[src/rtl/uop_pkg.sv]
// Shared types and constants for the micro-op issue queue.
package uop_pkg;

   localparam int UOP_W         = 20;
   localparam int K_W           = 16;
   localparam int DEFAULT_DEPTH = 8;
   localparam int MAX_BUNDLE    = 3;

   typedef struct packed {
      logic [UOP_W-1:0] uop;
      logic [K_W-1:0]   k;
   } uop_entry_t;

endpackage

[src/rtl/uop_queue_if.sv]
// Front-end feed and execute issue signals of the micro-op queue.
// Handshakes: a bundle transfers on a cycle where fe_feed_req & fe_feed_ack; a uop
// issues on a cycle where ex_valid & ex_ready. fe_feed_req never depends on fe_feed_ack.
interface uop_queue_if
   import uop_pkg::*;
#(
   parameter int DEPTH = DEFAULT_DEPTH
);
   localparam int OCC_W = $clog2(DEPTH) + 1;

   logic             fe_feed_req;
   logic             fe_feed_ack;
   logic [UOP_W-1:0] fe_uop_0;
   logic [UOP_W-1:0] fe_uop_1;
   logic [UOP_W-1:0] fe_uop_2;
   logic [1:0]       fe_uop_count;
   logic [K_W-1:0]   fe_k;
   logic             ex_flush;
   logic             ex_valid;
   logic             ex_ready;
   logic [UOP_W-1:0] ex_uop;
   logic [K_W-1:0]   ex_k;
   logic [OCC_W-1:0] occupancy;

   // Queue side.
   modport slave (
      output fe_feed_req, ex_valid, ex_uop, ex_k, occupancy,
      input  fe_feed_ack, fe_uop_0, fe_uop_1, fe_uop_2, fe_uop_count, fe_k,
      input  ex_flush, ex_ready
   );

   // Front end / execute side.
   modport master (
      input  fe_feed_req, ex_valid, ex_uop, ex_k, occupancy,
      output fe_feed_ack, fe_uop_0, fe_uop_1, fe_uop_2, fe_uop_count, fe_k,
      output ex_flush, ex_ready
   );

endinterface

[src/rtl/uop_ring.sv]
// Ring storage for the micro-op queue: three write ports at consecutive addresses
// (wrapping modulo DEPTH) with per-port enables and one asynchronous read port.
module uop_ring
   import uop_pkg::*;
#(
   parameter int DEPTH = DEFAULT_DEPTH
) (
   input  logic                              clk,
   input  logic [MAX_BUNDLE-1:0]             wr_en,
   input  logic [$clog2(DEPTH)-1:0]          wr_addr,
   input  uop_entry_t [MAX_BUNDLE-1:0]       wr_data,
   input  logic [$clog2(DEPTH)-1:0]          rd_addr,
   output uop_entry_t                        rd_data
);
   localparam int PTR_W = $clog2(DEPTH);

   // Storage is deliberately left unreset; occupancy gates every read.
   uop_entry_t mem [DEPTH];

   always_ff @(posedge clk) begin
      for (int i = 0; i < MAX_BUNDLE; i++) begin
         if (wr_en[i]) begin
            mem[wr_addr + PTR_W'(i)] <= wr_data[i];
         end
      end
   end

   assign rd_data = mem[rd_addr];

endmodule

[src/rtl/uop_queue.sv]
// Micro-op issue queue: buffers decoded bundles and issues one uop per cycle.
// Optional same-cycle bypass of an empty queue is enabled by UOP_QUEUE_BYPASS_EN.
module uop_queue
   import uop_pkg::*;
#(
   parameter int DEPTH = DEFAULT_DEPTH
) (
   input logic        clk,
   input logic        a_rst,
   uop_queue_if.slave q
);
   localparam int PTR_W = $clog2(DEPTH);
   localparam int OCC_W = PTR_W + 1;

   logic [PTR_W-1:0]            rd_ptr, wr_ptr;
   logic [OCC_W-1:0]            occ, occ_next, free_cnt, n_store;
   logic                        push, pop_mem, mem_valid, byp, byp_take;
   logic [MAX_BUNDLE-1:0]       wr_en;
   uop_entry_t [MAX_BUNDLE-1:0] wr_data;
   uop_entry_t                  head;

   assign free_cnt       = OCC_W'(DEPTH) - occ;
   assign q.fe_feed_req  = (free_cnt >= OCC_W'(MAX_BUNDLE)) && !q.ex_flush;
   assign push           = q.fe_feed_req && q.fe_feed_ack;
   assign mem_valid      = (occ != '0);
   assign pop_mem        = mem_valid && q.ex_ready;

`ifdef UOP_QUEUE_BYPASS_EN
   // push is already blocked during flush, so the bypass is too.
   assign byp = push && !mem_valid && (q.fe_uop_count != 2'd0);
`else
   assign byp = 1'b0;
`endif
   assign byp_take = byp && q.ex_ready;

   assign q.ex_valid  = mem_valid || byp;
   assign q.occupancy = occ;

   always_comb begin
      q.ex_uop = '0;
      q.ex_k   = '0;
      if (mem_valid) begin
         q.ex_uop = head.uop;
         q.ex_k   = head.k;
      end else if (byp) begin
         q.ex_uop = q.fe_uop_0;
         q.ex_k   = q.fe_k;
      end
   end

   // When uop_0 leaves through the bypass, the remaining uops slide down one port.
   always_comb begin
      wr_data[0] = '{uop: q.fe_uop_0, k: q.fe_k};
      wr_data[1] = '{uop: q.fe_uop_1, k: q.fe_k};
      wr_data[2] = '{uop: q.fe_uop_2, k: q.fe_k};
      n_store    = '0;
      if (push) begin
         n_store = OCC_W'(q.fe_uop_count) - OCC_W'(byp_take);
      end
      if (byp_take) begin
         wr_data[0] = '{uop: q.fe_uop_1, k: q.fe_k};
         wr_data[1] = '{uop: q.fe_uop_2, k: q.fe_k};
      end
      for (int i = 0; i < MAX_BUNDLE; i++) begin
         wr_en[i] = (OCC_W'(i) < n_store);
      end
   end

   assign occ_next = occ + n_store - OCC_W'(pop_mem);

   always_ff @(posedge clk or negedge a_rst) begin
      if (!a_rst) begin
         rd_ptr <= '0;
         wr_ptr <= '0;
         occ    <= '0;
      end else if (q.ex_flush) begin
         rd_ptr <= '0;
         wr_ptr <= '0;
         occ    <= '0;
      end else begin
         rd_ptr <= rd_ptr + PTR_W'(pop_mem);
         wr_ptr <= wr_ptr + n_store[PTR_W-1:0];
         occ    <= occ_next;
      end
   end

   uop_ring #(.DEPTH(DEPTH)) u_ring (
      .clk     (clk),
      .wr_en   (wr_en),
      .wr_addr (wr_ptr),
      .wr_data (wr_data),
      .rd_addr (rd_ptr),
      .rd_data (head)
   );

endmodule

[src/flat_wrapper.sv]
// flat-port wrapper written by rule: the top's interface ports become plain ports
module uop_queue_flat import uop_pkg::*;
#(
   parameter int DEPTH = DEFAULT_DEPTH
)
  (clk, a_rst, q_fe_feed_req, q_ex_valid, q_ex_uop, q_ex_k, q_occupancy, q_fe_feed_ack, q_fe_uop_0, q_fe_uop_1, q_fe_uop_2, q_fe_uop_count, q_fe_k, q_ex_flush, q_ex_ready);
  uop_queue_if #(.DEPTH(DEPTH)) q_i ();
  input logic clk;
  input logic a_rst;
  output wire logic [$bits(q_i.fe_feed_req)-1:0] q_fe_feed_req;
  output wire logic [$bits(q_i.ex_valid)-1:0] q_ex_valid;
  output wire logic [$bits(q_i.ex_uop)-1:0] q_ex_uop;
  output wire logic [$bits(q_i.ex_k)-1:0] q_ex_k;
  output wire logic [$bits(q_i.occupancy)-1:0] q_occupancy;
  input wire logic [$bits(q_i.fe_feed_ack)-1:0] q_fe_feed_ack;
  input wire logic [$bits(q_i.fe_uop_0)-1:0] q_fe_uop_0;
  input wire logic [$bits(q_i.fe_uop_1)-1:0] q_fe_uop_1;
  input wire logic [$bits(q_i.fe_uop_2)-1:0] q_fe_uop_2;
  input wire logic [$bits(q_i.fe_uop_count)-1:0] q_fe_uop_count;
  input wire logic [$bits(q_i.fe_k)-1:0] q_fe_k;
  input wire logic [$bits(q_i.ex_flush)-1:0] q_ex_flush;
  input wire logic [$bits(q_i.ex_ready)-1:0] q_ex_ready;
  assign q_fe_feed_req = q_i.fe_feed_req;
  assign q_ex_valid = q_i.ex_valid;
  assign q_ex_uop = q_i.ex_uop;
  assign q_ex_k = q_i.ex_k;
  assign q_occupancy = q_i.occupancy;
  assign q_i.fe_feed_ack = q_fe_feed_ack;
  assign q_i.fe_uop_0 = q_fe_uop_0;
  assign q_i.fe_uop_1 = q_fe_uop_1;
  assign q_i.fe_uop_2 = q_fe_uop_2;
  assign q_i.fe_uop_count = q_fe_uop_count;
  assign q_i.fe_k = q_fe_k;
  assign q_i.ex_flush = q_ex_flush;
  assign q_i.ex_ready = q_ex_ready;
  uop_queue #(.DEPTH(DEPTH)) u_core (.clk(clk), .a_rst(a_rst), .q(q_i));
endmodule
[config.mk]
export PLATFORM = sky130hd
export DESIGN_NAME = uop_queue_flat
export DESIGN_NICKNAME = d
export VERILOG_FILES = /design/src/rtl/uop_pkg.sv /design/src/rtl/uop_queue_if.sv /design/src/rtl/uop_ring.sv /design/src/rtl/uop_queue.sv /design/src/flat_wrapper.sv
export SDC_FILE = /design/constraint.sdc
export NUM_CORES = 1
export LEC_CHECK = 0
export ABC_AREA = 1
export CAP_MARGIN = 0
export CORE_MARGIN = 1
export CORE_UTILIZATION = 50
export CTS_CLUSTER_SIZE = 25
export DETAILED_ROUTE_END_ITERATION = 16
export PLACE_DENSITY_LB_ADDON = 0.15
export SLEW_MARGIN = 20
export SYNTH_ARGS = -nofsm -noshare
export SYNTH_HDL_FRONTEND = slang
export SYNTH_HIERARCHICAL = 1
export SYNTH_SLANG_ARGS = --single-unit
[constraint.sdc]
create_clock -name clk -period 5.82 [get_ports clk]
set_input_delay 0.873 -clock clk [delete_from_list [all_inputs] [get_ports clk]]
set_output_delay 0.873 -clock clk [all_outputs]
set_load 0.01 [all_outputs]
Fig. 1: run 1, zoomed window
Window x 139 to 169, y 36 to 66 microns. Cells in gray, sequential cells in the stronger gray; small squares are vias.
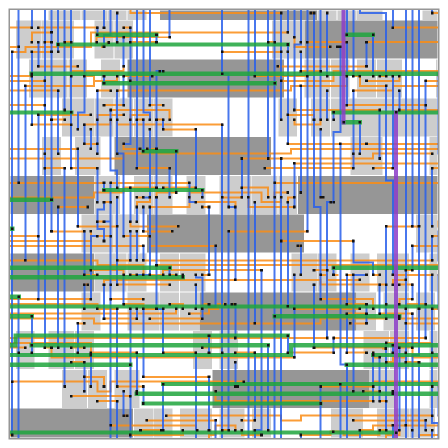
color	layer
purple	M4
green	M3
orange	M1
blue	M2
sequential cells in the window	10
most frequent	nand2_1 (26), nand4_1 (12), nand3_1 (12)
netlist names of flops here include	`u_core/u_ring/mem` (10)
cells with their middle in the window	77

Fig. 2: run 1, routed clock nets over the placement
Bar = 50 microns.
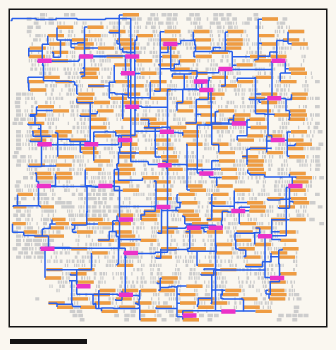
[orange] flip-flops | count: 298
[magenta] clock-net drivers | count: 35
[blue] clock wires | length: 4280 microns
routed clock nets	36
flops lie	all over the die

Fig. 3: run 1, the clock network
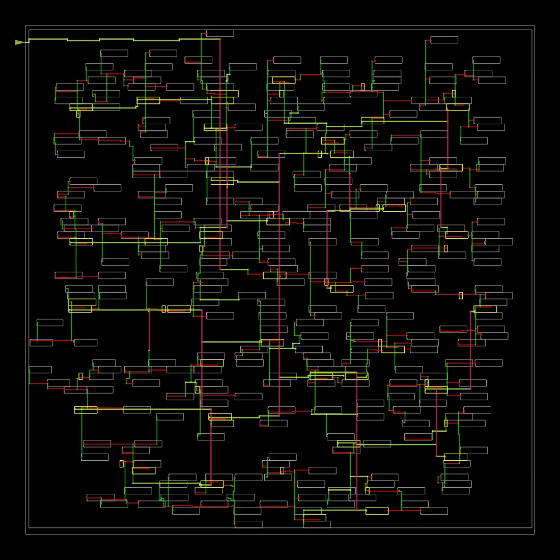
Power Clock: 2150 uW
Num CTS Buffers: 35
CTS sink cnt: 298

Fig. 4: run 1, sequential cells colored by netlist name
Bar = 50 microns. Other sequential cells in the stronger gray, the rest of the logic in the fainter gray.
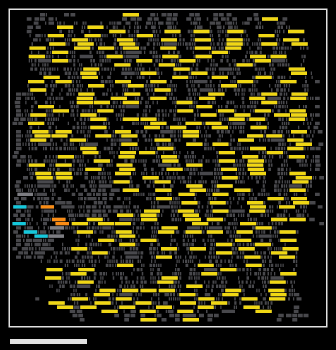
color	signal	sequential cells
orange	`u_core/wr_ptr`	3
yellow	`u_core/u_ring/mem`	288
cyan	`u_core/q.occupancy`	4
not colored	3
seq pwr: 2550 uW
Layout Utilization: 55.5%

==> reports/metrics.csv, run 1 <==
stage,metric,value,unit
clock_network,setup bufs post-CTS,0,
cells_and_area,Final nets,2854,
cells_and_area,Comb area share,43.4,%
run,Max Cap Viol,0,
grt,global-route wire length before repair,116000,microns
synthesis,simple share,40.9,%
floorplan,die width,206,microns
route,WL/cell,23.1,microns
synthesis,Adders+Majority by Area,0.796,%
synthesis,Synth Cell Area,0.0208,sq mm
place,pre-CTS setup slack,1.59,ns
cells_and_area,Seq cells,298,
synthesis,compound-gate portion of the synthesized area,5.28,%
route,vias per cell,6.41,
pwr,Int Power,4710,uW
critical_path,CP max stage cell,inv_6,
cells_and_area,Fill cells,3766,
floorplan,fp_density,50.7,%
clock_network,CTS resizes,0,
cells_and_area,sequential cell area share,39.2,%
timing,worst setup margin,1.57,ns
route,DRT met1 WL,28800,microns
cells_and_area,combinational gate area,0.00988,sq mm
clock_network,"Clk pin slew, worst setup/hold paths",0.05,ns
critical_path,crit path DAT,3.38,ns
synthesis,"EDFF count, synth",288,
critical_path,Worst setup SP type,register,
synthesis,syn_area_per_cell,7.35,sq um
critical_path,crit path DRT,4.95,ns
grt,largest net degree at the start of global routing,146,
cells_and_area,layout cells sized above 1,6.07,%
clock_network,Root Driver,clkbuf_16,
timing,Worst Max-Slew Pin Slew,1.20,ns
pwr,Top power group,combinational cells,
synthesis,Mux area share,0,%
critical_path,CP endpoint kind,output port,
critical_path,worst reg-to-reg path cell count,5,
run,tool warnings,30,
route,max layer used,met4,
cells_and_area,Area Growth Syn to Fin,9.53,%
route,metal3 WL,10400,microns
floorplan,die height,206,microns
route,ANT nets after route,0,
route,1st-iter DRT viols,3150,
timing,"Hold Violations, Final",0,
grt,gr ovfl total,0,
critical_path,Worst R2R End,u_core/u_ring/mem[5][24],
clock_network,Late-Pin Clk Latency,0.53,ns
critical_path,CP bufs+invs,4,
cells_and_area,Non-clk bufs,174,
critical_path,launch point of the worst reg-to-reg path,u_core/wr_ptr[0],
place,Placer Congestion,0.864,
clock_network,CTS Buffer Depth,3,
timing,period utilization,73.1,%
synthesis,post-synthesis register bit count,298,
cells_and_area,Layout clock area frac,4.72,%
cells_and_area,Max-area cell class,combinational gates,
route,total number of vias,21300,
synthesis,Synth area leader,edfxtp_1,
route,Routed WL,76700,microns
floorplan,TAP cells,532,
synthesis,yosys warns,6,
critical_path,crit-path max cell delay,0.62,ns
pwr,Switch Pwr,2870,uW
synthesis,"Primary FF master, synth",edfxtp_1,
grt,routing usage on met3,7.73,%
synthesis,Synth Net Count,2917,
clock_network,CTS tree,yes,
synthesis,post-synthesis sequential area ratio,42.9,%
pwr,Flop pwr share,33.7,%
cells_and_area,clock buffers,44,
cells_and_area,inverters,147,
grt,vias in the first global route,20100,
synthesis,Yosys cell types,33,
cells_and_area,n_diodes,0,
timing,final setup fails,0,
floorplan,I/O pin cnt,125,
route,WL met2,34200,microns
pwr,switch share,37.9,%
synthesis,yosys cell count,2822,
clock_network,hold buffer count at cts,0,
outcome,outcome,completed,
pwr,leak pwr,0.00959,uW
critical_path,Crit path depth,9,
clock_network,H-tree depth,2,
min_path,HP Class,in2async,
cells_and_area,comb_multi_in,2103,
synthesis,yosys stat chip area,0.0208,sq mm
floorplan,die area,0.0423,sq mm
timing,Max Freq,235,MHz
place,number of I/O port buffers,124,
synthesis,Max-area cell share,41.7,%
cells_and_area,Flop area,0.00891,sq mm
timing,clock skew,0.0116,ns
grt,met1 Use GR,47.9,%
timing,min Tclk post-route,4.25,ns
critical_path,CP endpoint,q_ex_uop[0],
critical_path,critical path peak fanout,106,
cells_and_area,non-clk buf share,7.22,%
synthesis,cells after synthesis,2822,
timing,RSZ-0062 raised after global routing,no,
timing,Slew Limit Fails,0,
critical_path,Top delay family on crit path,buffers and inverters,
critical_path,Reg2Reg Setup Slack,2.02,ns
timing,Fin Setup TNS,0,ns
pwr,Worst VDD drop,0.000715,V
critical_path,Crit. Startpoint,u_core/rd_ptr[0],
route,# DRC,0,
grt,Top Usage Layer GRT,met2,
critical_path,kind of critical path,reg2out,
timing,worst hold slack,0.657,ns
pwr,Clock Power Share,28.3,%
timing,Slew HR,20.1,%
pwr,P per Cell Area,334,mW/mm^2
route,first drt pass iteration count,7,
synthesis,yosys xor share,0.127,%
grt,met2 Usage GRT,56.5,%
==> run 1: metrics by stage <==
step | cell area (sq um) | power, uW | instances | utilization (%)
after floorplan | 20800 | 4490 | 2822 | -
after global placement | 21700 | 5400 | 3254 | 52.9
after detailed placement | 21700 | 5430 | 3254 | 52.9
after CTS | 22700 | 7560 | 3315 | 55.5
after global routing | 22700 | 7940 | 3315 | 55.5
final | 22700 | 7580 | 3315 | 55.5
==> run 1: cells in the final DEF, fill, tap and decap left out, types with 3 or more instances in the layout <==
master | netlist | layout
dfrtp_1 | 10 | 7
ha_1 | 10 | 9
buf_4 | 38 | 48
nand3_4 | 5 | 6
inv_1 | 129 | 129
nand4_1 | 288 | 288
o21ai_0 | 183 | 183
nand3_2 | 4 | 17
clkinv_2 | 1 | 4
nor2_1 | 238 | 238
o21ai_1 | 33 | 33
a21oi_1 | 3 | 3
edfxtp_1 | 288 | 288
nor2_4 | 31 | 31
clkbuf_1 | 58 | 7
nand3_1 | 311 | 297
clkbuf_16 | 0 | 37
clkinv_1 | 8 | 20
nand2_1 | 983 | 981
inv_2 | 8 | 5
clkdlybuf4s50_1 | 0 | 124
==> run 1: synth_stat cells, types with 3 or more instances <==
cell,count
buf_1,16
o21ai_0,183
nand3_2,4
nand3_4,5
buf_2,142
a21oi_1,3
inv_2,8
dfrtp_1,10
buf_4,38
ha_1,10
buf_6,17
nand3_1,311
edfxtp_1,288
clkinv_1,8
o21ai_1,33
nand4_1,288
nor2_1,238
nand2_1,983
buf_12,3
clkbuf_1,58
inv_1,129
nor2_4,31
==> run 1: flip-flops by register name (all words and copies together), names as in the netlist <==
signal / cells
u_core/u_ring/mem: 288
u_core/q.occupancy: 4
u_core/rd_ptr: 3
u_core/wr_ptr: 3
Fig. 5: run 1, cell sizes after repair
Bar = 50 microns.
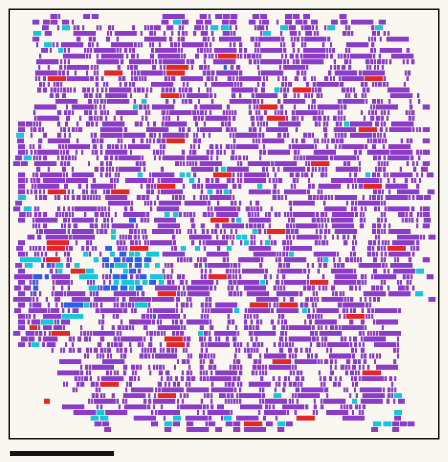

==> run 2: changes to the inputs <==
==> constraint.sdc (replaced) <==
create_clock -name clk -period 4 [get_ports clk]
set_input_delay 0.6 -clock clk [delete_from_list [all_inputs] [get_ports clk]]
set_output_delay 0.6 -clock clk [all_outputs]
set_load 0.01 [all_outputs]
Fig. 6: run 2, cell sizes after repair
Bar = 50 microns.
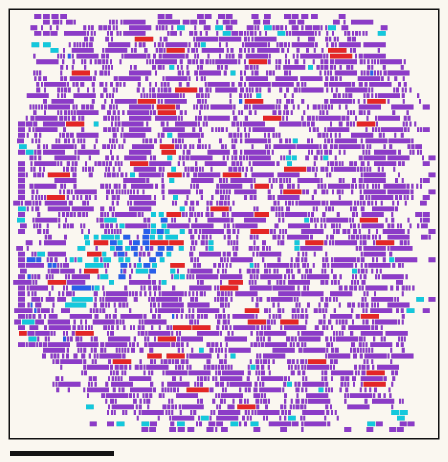
color	size	cells	most used
cyan	x3 and x4	106	buf_4
purple	x1 and smaller	2608	nand2_1
red	x6 and larger	58	clkbuf_16
blue	x2	37	nand3_2

==> run 2 against run 1 <==
  * Combinational power rose by 47%
  * Cell count is 0.78% higher
  * Critical path depth shrank 1
  * Sequential share of layout area down 0.75 points
  * Largest cell class unchanged
  * Highest routed layer unchanged
==> reports/metrics.csv, run 2 <==
stage,metric,value,unit
synthesis,Synth Cell Area,0.0208,sq mm
synthesis,post-synthesis register bit count,298,
synthesis,cells after synthesis,2822,
synthesis,yosys cell count,2822,
synthesis,Synth Net Count,2917,
critical_path,crit path DRT,3.40,ns
critical_path,crit-path max cell delay,1.10,ns
critical_path,Worst R2R End,u_core/u_ring/mem[5][27],
cells_and_area,Final nets,2879,
grt,met1 Use GR,49.3,%
route,WL met2,34100,microns
timing,final setup fails,0,
grt,initial antenna violation count,0,
cells_and_area,Largest Register,u_core/u_ring/mem,
route,1st-iter DRT viols,2926,
synthesis,"EDFF count, synth",288,
timing,period utilization,94.8,%
floorplan,row count,74,
cells_and_area,n_diodes,0,
synthesis,Synth async-reset ratio,3.36,%
critical_path,kind of critical path,reg2out,
critical_path,launch point of the worst reg-to-reg path,u_core/wr_ptr[0],
critical_path,Worst setup SP type,register,
route,ANT nets after route,0,
clock_network,Root Driver,clkbuf_16,
timing,Slew Limit Fails,0,
floorplan,die width,206,microns
clock_network,H-tree depth,2,
clock_network,CTS resizes,0,
synthesis,"Primary FF master, synth",edfxtp_1,
synthesis,Commonest cells post-synth,"983 x nand2_1, 311 x nand3_1, 288 x edfxtp_1, 288 x nand4_1, 238 x nor2_1",
critical_path,CP endpoint kind,output port,
min_path,HP Class,in2async,
timing,Max Freq,264,MHz
cells_and_area,max reg flops,288,
timing,min Tclk post-route,3.79,ns
route,# DRC,0,
grt,global-route wire length before repair,117000,microns
floorplan,I/O pin cnt,125,
timing,"Hold Violations, Final",0,
synthesis,yosys stat chip area,0.0208,sq mm
timing,Slew HR,30.3,%
floorplan,die area,0.0423,sq mm
timing,clock skew,0.00966,ns
route,first drt pass iteration count,7,
synthesis,top-count cell post-synth,nand2_1,
timing,Worst Max-Slew Pin Slew,1.05,ns
grt,gr ovfl total,0,
floorplan,core area,0.0409,sq mm
clock_network,CTS Buffer Depth,3,
floorplan,fp_density,50.7,%
grt,largest net degree at the start of global routing,149,
place,HPWL after detailed placement,41800,microns
place,Placer Congestion,0.864,
route,metal3 WL,10300,microns
synthesis,synth top area cells,"edfxtp_1 42%, nand2_1 18%, nand4_1 8.7%",
timing,Fin Setup TNS,0,ns
grt,routing usage on met3,6.29,%
floorplan,die height,206,microns
run,Max Cap Viol,0,
clock_network,CTS sink cnt,298,
cells_and_area,Area Growth Syn to Fin,11.7,%
clock_network,Num CTS Buffers,35,
cells_and_area,Commonest Layout Cell,nand2_1,
route,vias per cell,6.37,
route,WL/cell,23.2,microns
route,Routed WL,77500,microns
grt,met2 Usage GRT,56.3,%
critical_path,Top delay family on crit path,flip-flops,
pwr,leak pwr,0.00980,uW
synthesis,syn_area_per_cell,7.35,sq um
synthesis,Yosys cell types,33,
clock_network,hold buffer count at cts,0,
synthesis,Max-area cell share,41.7,%
synthesis,post-synthesis sequential area ratio,42.9,%
grt,Top Usage Layer GRT,met2,
outcome,outcome,completed,
route,max layer used,met4,
grt,vias in the first global route,20200,
route,total number of vias,21300,
cells_and_area,layout cells sized above 1,7.16,%
critical_path,critical path peak fanout,84,
cells_and_area,Layout Utilization,56.6,%
place,number of I/O port buffers,124,
synthesis,yosys warns,6,
pwr,Worst VDD drop,0.00107,V
clock_network,CTS tree,yes,
critical_path,CP max stage cell,dfrtp_4,
critical_path,CP bufs+invs,3,
critical_path,worst reg-to-reg path cell count,7,
clock_network,setup bufs post-CTS,0,
clock_network,"Clk pin slew, worst setup/hold paths",0.06,ns
critical_path,CP Cell Sequence,buf_4 -> o21ai_0 -> o21ai_0 -> nand2_1 -> nand2_1 -> inv_1 -> nor2_4 -> clkdlybuf4s50_1,
synthesis,Synth area leader,edfxtp_1,
pwr,P per Cell Area,493,mW/mm^2
clock_network,Late-Pin Clk Latency,0.53,ns
grt,gr usage total,36.4,%
cells_and_area,most common logic cells in the final layout,"981 x nand2_1, 297 x nand3_1, 288 x nand4_1, 288 x edfxtp_1, 238 x nor2_1",
run,tool warnings,28,
route,DRT met1 WL,29200,microns
pwr,Total Power,11400,uW
timing,RSZ-0062 raised after global routing,no,
critical_path,Reg2Reg Setup Slack,0.88,ns
critical_path,crit path DAT,3.19,ns
Fig. 7: run 2, zoomed window
Window x 139 to 169, y 36 to 66 microns. Cells in gray, sequential cells in the stronger gray; small squares are vias.
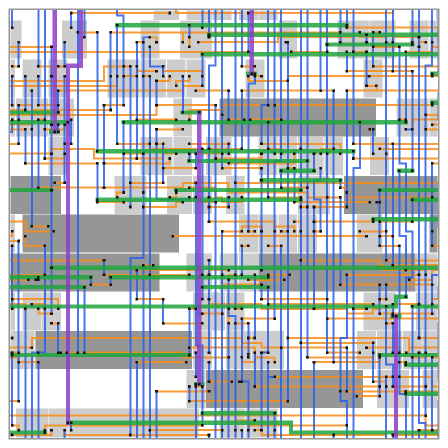
color	layer
purple	M4
blue	M2
green	M3
orange	M1
sequential cells in the window	7
netlist names of flops here include	`u_core/u_ring/mem` (7)
cells with their middle in the window	72
most frequent	nand2_1 (30), nand4_1 (16), nand3_1 (12)

run 2: cell counts after synthesis:
Identical to the previous run, type by type.
run 2: kinds of logic (layout without fill, tap and decap cells):
| kind of cell | Yosys count | in the layout | share of synthesized area (%) |
|---|---|---|---|
| simple gates | 1869 | 1869 | 40.9 |
| buf+inv | 421 | 408 | 10.0 |
| flops | 298 | 298 | 42.9 |
| compound gates | 219 | 219 | 5.28 |
| fa+ha+maj | 12 | 12 | 0.796 |
| xor+xnor | 3 | 3 | 0.127 |
run 2: per-stage QoR:
step                hold WS, ns  std cells  area [sq um]  worst slack (ns)
floorplan                 0.304       2822         20800             0.993
global placement          0.660       3279         22000             0.606
detailed placement        0.676       3279         22000             0.553
CTS                       0.399       3341         23200             0.218
global route              0.433       3341         23200            0.0186
finish                    0.390       3341         23200             0.208
run 2: how the worst max path moves through the flow:
stage / from / endpoint / slack, ns / cells after the start
after floorplan: q_ex_flush / u_core/u_ring/mem[3][0] / 0.99 / 9
after global placement: q_ex_flush / u_core/u_ring/mem[3][21] / 0.61 / 9
after detailed placement: q_ex_flush / u_core/u_ring/mem[0][7] / 0.55 / 10
after CTS: u_core/rd_ptr[2] / q_ex_k[13] / 0.22 / 7
after global routing: u_core/rd_ptr[1] / q_ex_uop[1] / 0.02 / 8
final: u_core/rd_ptr[1] / q_ex_uop[5] / 0.21 / 8
run 2: final cells by class:
| type | instances | area (sq um) |
|---|---|---|
| flip-flops and latches | 298 | 8910 |
| well taps | 532 | 666 |
| fillers | 3804 | 17700 |
| clock buffers | 44 | 952 |
| clock inverters | 18 | 234 |
| inverters | 147 | 568 |
| repair buffers | 199 | 1980 |
| multi-input cells | 2103 | 9870 |
run 2: power by group:
part           switching, uW  internal [uW]
combinational           2730           1520
clock                   1330           2070
sequential               172           3610
total                   4230           7200
Power is estimated from default activity; no workload was simulated.
